==> config.mk <==
export PLATFORM = sky130hd
export DESIGN_NAME = muladd_stream
export DESIGN_NICKNAME = d
export VERILOG_FILES = /design/src/rtl/muladd_stream.sv
export SDC_FILE = /design/constraint.sdc
export NUM_CORES = 1
export LEC_CHECK = 0
export CAP_MARGIN = 30
export CORE_MARGIN = 2
export CORE_UTILIZATION = 30
export DETAILED_ROUTE_END_ITERATION = 6
export MAX_ROUTING_LAYER = met4
export PLACE_DENSITY = 0.45
export SLEW_MARGIN = 25
export SYNTH_ARGS = -nofsm -noshare
export SYNTH_HDL_FRONTEND = slang
export SYNTH_SLANG_ARGS = --single-unit
==> constraint.sdc <==
create_clock -name clk -period 5.3 [get_ports clk]
set_input_delay 1.06 -clock clk [delete_from_list [all_inputs] [get_ports clk]]
set_output_delay 1.06 -clock clk [all_outputs]
set_load 0.02 [all_outputs]
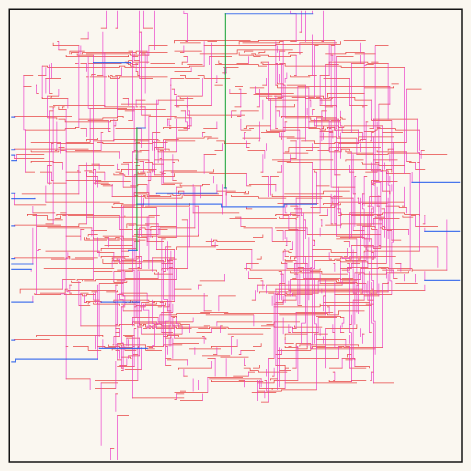
**Above:** run 1 (routed metal, one color a layer).
Scale: 4 px per um.
legend:
  red:
    layer: met1
    wire_length: 4280 um
  blue:
    layer: met3
    wire_length: 197 um
  magenta:
    layer: met2
    wire_length: 3580 um
  green:
    layer: met4
    wire_length: 74.1 um
WL per Instance: 13.83 um
routed via count: 2674
DRT Wirelength: 8.121 mm
Tot GR Track Use: 14.19%

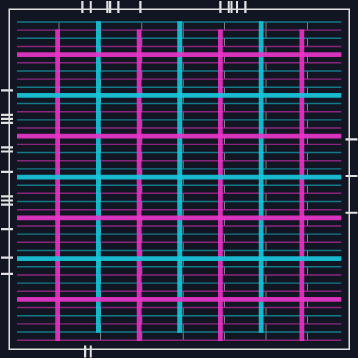
**Above:** run 1 (floorplan with the power grid).
Scale: 3 px per um. Pins as bars on the die edge. Tap cells in gray.
legend:
  magenta:
    net: VSS
  cyan:
    net: VDD
signal pins: 29
rows: 39
met1 rails: 40
met5 straps: 7
worst vdd ir: 0.1204 mV
core area: 11470 um^2
Die Span Y: 112.8 um

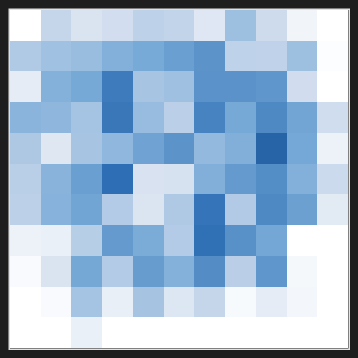
**Above:** run 1 (cell area per tile).
Scale: 3 px per um. The die is cut into 11 by 11 equal tiles; white is low, dark blue is high, 0 to 100% covered.
nearly empty tiles: 16%
emptiest ninth of the die: bottom right
fullest tile: 80%
tiles over 75% full: 1.7%
fp_density: 30.97%
fin util: 36.88%

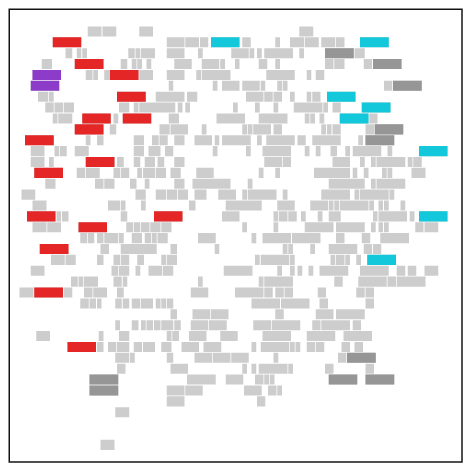
**Above:** run 1 (where the registers sit).
Scale: 4 px per um. Other sequential cells in the stronger gray, the rest of the logic in the fainter gray.
legend:
  purple:
    netlist_name: `state`
    flops: 2
  cyan:
    netlist_name: `c`
    flops: 8
  red:
    netlist_name: `data_out`
    flops: 16
Sequential Power: 286 uW
Seq/total area: 17.04%
storage element area: 720.7 um^2

==> notes.md, run 1 <==
yosys + openroad results -> Latency at later pin between 200 and 300 ps, WP data required ~5500 ps, largest class combinational gates, fill cell count ~1200, grt ovf 0, clock share of power a little under half, Switching Share 25.74%, Yosys cell types 41, slack of the worst reg-to-reg path between 600 and 700 ps, Clock Skews between 3 and 4 ps, Final period util 96.72%, Setup Fix Bufs, Post-CTS 0, DR pass1 iterations 4, Worst EP arrival around 5300 ps, status complete, no violations, GRT busiest layer met2, Post-DP Area ~4000 um^2, Well Taps 143, max-slew violations 0, relative slew slack between 50% and 60%, Comb area roughly 2500 um^2, CTS tree built, Mux area share less than 1%, num sequential 36, worst slew pin tran between 600 and 700 ps, Adder Share, Synth between 30 and 40%, yosys warns 0, sequential share of power 44.2%, buffering overhead under 10%, yosys cell count roughly 400, Post-synth EDFFs 0, first-pass GRT wire length 14.08 mm, Port-buffer cells 28, routing usage on met1 20.36%, Hold Buf Count CTS 0, Num CTS Buffers 5, RSZ-0062 raised after global routing no, logic share of the area 59.73%, Leakage about 0.002 uW, most frequent cell after synthesis inv_1, floorplan net count 497, clock-pin slew on the worst setup and hold paths around 60 ps, Comb pwr share around a tenth, hold_ws approximately 450 ps, Clock Sinks 36, CP Launch Type primary input, Multi-In Gates around 290
## run 1: per-stage QoR
| stage | TNS [ps] | setup WS, ps | total power [uW] | utilization (%) |
|---|---|---|---|---|
| floorplan | 0 | 464.1 | 325.8 | - |
| global placement | -49.89 | -49.89 | 358.5 | 35.62 |
| detailed placement | -144.5 | -144.5 | 357.5 | 35.62 |
| CTS | 0 | 144.8 | 659.2 | 36.88 |
| global route | 0 | 20.49 | 680.1 | 36.88 |
| finish | 0 | 174.0 | 647.3 | 36.88 |
## run 1: layout by cell type (no fill, tap or decap), types with 6 or more instances in the layout
master,synthesis,routed
clkdlybuf4s50_1,0,28
nor2_1,9,9
o21ai_0,7,7
nand2_1,49,49
ha_1,40,40
buf_4,0,14
a21oi_1,23,23
inv_1,73,73
dfxtp_1,36,36
fa_1,44,44
nor2b_1,6,6
and2_1,53,53
## run 1: power by group through the flow
stage                     combinational, uW  sequential (uW)  clock, uW
final                                  65.4              286        296
after global routing                   75.7              287        318
after CTS                              66.7              286        306
after detailed placement               65.5              292          0
after global placement                 66.2              292          0
after floorplan                        37.6              288          0
## run 1: critical path, cell delays in order
cell             delay [ps]
clkdlybuf4s50_1         470
fa_1                    530
fa_1                    520
inv_1                    60
fa_1                    470
fa_1                    560
inv_1                    50
ha_1                    310
and2_4                  180
a221oi_4                240
a211oi_1                120
or4_1                   480
a32o_1                  260
## run 1: per-layer routing
metal  part of all wire (%)  routed length [um]  vias to the layer above
li1                       -                   -                     1366
met1                     53                4275                     1273
met2                     44                3575                       30
met3                    2.4                 196                        5
met4                   0.91                  74                        0
met5                      0                   0                        -
**Run 1: clock wiring as the flow saved it**

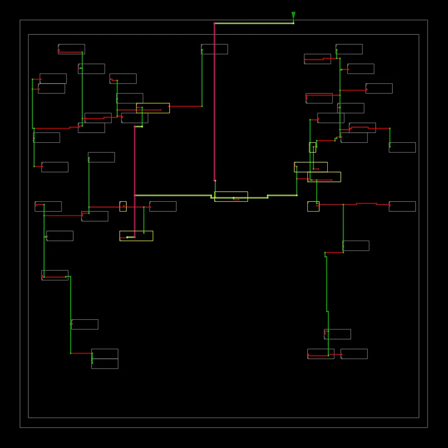

## Run 2: what changed since run 1
- CORE_MARGIN: 2 -> not set
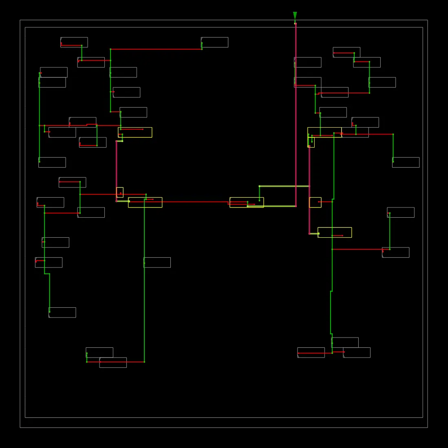
**Above:** run 2 (clock wiring as the flow saved it).
num sequential: 36
CLK BUF: 5
Latency at later pin: 290 ps
Clock Sinks: 36

==> notes.md, run 2 <==
yosys + openroad results -> sequential share of power 44.0% (was 44.2%), Hold Buf Count CTS 0 (unchanged), Pwr Total 648.9 uW (was 647.3 uW), Top Layout Cells inv_1, and2_1, nand2_1 (unchanged), yosys warns 0 (unchanged), slack of the worst reg-to-reg path 620 ps (was 630 ps), CTS tree built (unchanged), Leakage 0.002047 uW (unchanged), Worst EP arrival 5290 ps (was 5300 ps), Clock Skews 7.259 ps (was 3.423 ps), DP Worst Slack -97.34 ps (was -144.5 ps), floorplan net count 497 (unchanged), top logic cell by instance count in the layout inv_1 (unchanged), core area 11470 um^2 (unchanged), met3 WL 144 um (was 196 um), Comb pwr share 10.0% (was 10.1%), Die Span Y 110.8 um (was 112.8 um), CP Launch Type primary input (unchanged), Num CTS Buffers 5 (unchanged), clock-pin slew on the worst setup and hold paths 60 ps (about the same), clock share of power 46.0% (was 45.7%), final worst slack 191.7 ps (was 174.0 ps), Yosys cell types 41 (unchanged), grt ovf 0 (unchanged), most frequent cell after synthesis inv_1 (unchanged), status complete, no violations (unchanged), Final period util 96.38% (was 96.72%), yosys cell count 402 (unchanged), worst vdd ir 0.1067 mV (was 0.1204 mV), Switching Share 25.94% (was 25.74%), fp_density 30.97% (unchanged)
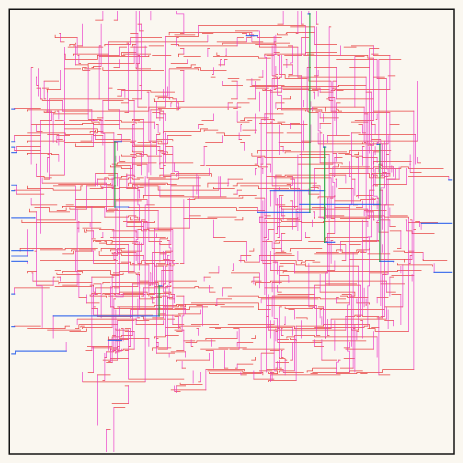
**Above:** run 2 (routed metal, one color a layer).
Scale: 4 px per um.
legend:
  magenta:
    layer: met2
    wire_length: 3470 um
  green:
    layer: met4
    wire_length: 127 um
  blue:
    layer: met3
    wire_length: 144 um
  red:
    layer: met1
    wire_length: 4320 um
Tot GR Track Use: 14.63%
DRT Wirelength: 8.053 mm
routed via count: 2649
WL per Instance: 13.72 um

-- run 2: stage by stage --
stage,utilization (%),hold WS [ps]
floorplan,-,420.4
global placement,35.62,430.2
detailed placement,35.62,441.8
CTS,36.88,450.6
global route,36.88,474.3
finish,36.88,445.9
-- run 2: cell families after synthesis --
| logic type | count (synthesis) | share of synthesized area (%) |
|---|---|---|
| mux | 2 | 0.5638 |
| fa+ha+maj | 84 | 38.90 |
| compound gates | 57 | 10.50 |
| simple gates | 140 | 20.68 |
| buf+inv | 81 | 8.562 |
| flops | 36 | 20.30 |
| xor+xnor | 2 | 0.4934 |
-- run 2: power by group through the flow --
stage	Combinational [uW]	Sequential (uW)	Clock [uW]
floorplan	37.6	288	0
global placement	66.2	292	0
detailed placement	64.9	292	0
CTS	66.3	286	307
global route	75.1	287	319
finish	64.9	286	298
-- run 2: layer usage --
metal  GRT usage, %  vias up
met5              -        -
met1          20.50     1238
li1               -     1367
met3          2.023       12
met2          21.90       32
met4          4.356        0
-- run 2: critical path, stage by stage --
cell and delay [ps]:
clkdlybuf4s50_1 470, inv_1 60, fa_1 540, inv_1 50, fa_1 490, inv_1 50
fa_1 380, fa_1 540, inv_1 50, ha_1 300, and2_4 180, a221oi_4 250
a211oi_1 130, or4_1 490, a32o_1 250
-- run 2: cell type report --
| type | count | area (um^2) |
|---|---|---|
| clock buffers | 5 | 125.1 |
| clock inverters | 3 | 18.77 |
| inverters | 73 | 274.0 |
| well taps | 143 | 178.9 |
| repair buffers | 42 | 385.4 |
| multi-input cells | 285 | 2526 |
| fillers | 1192 | 7238 |
| flip-flops and latches | 36 | 720.7 |
Power is estimated from default activity; no workload was simulated.
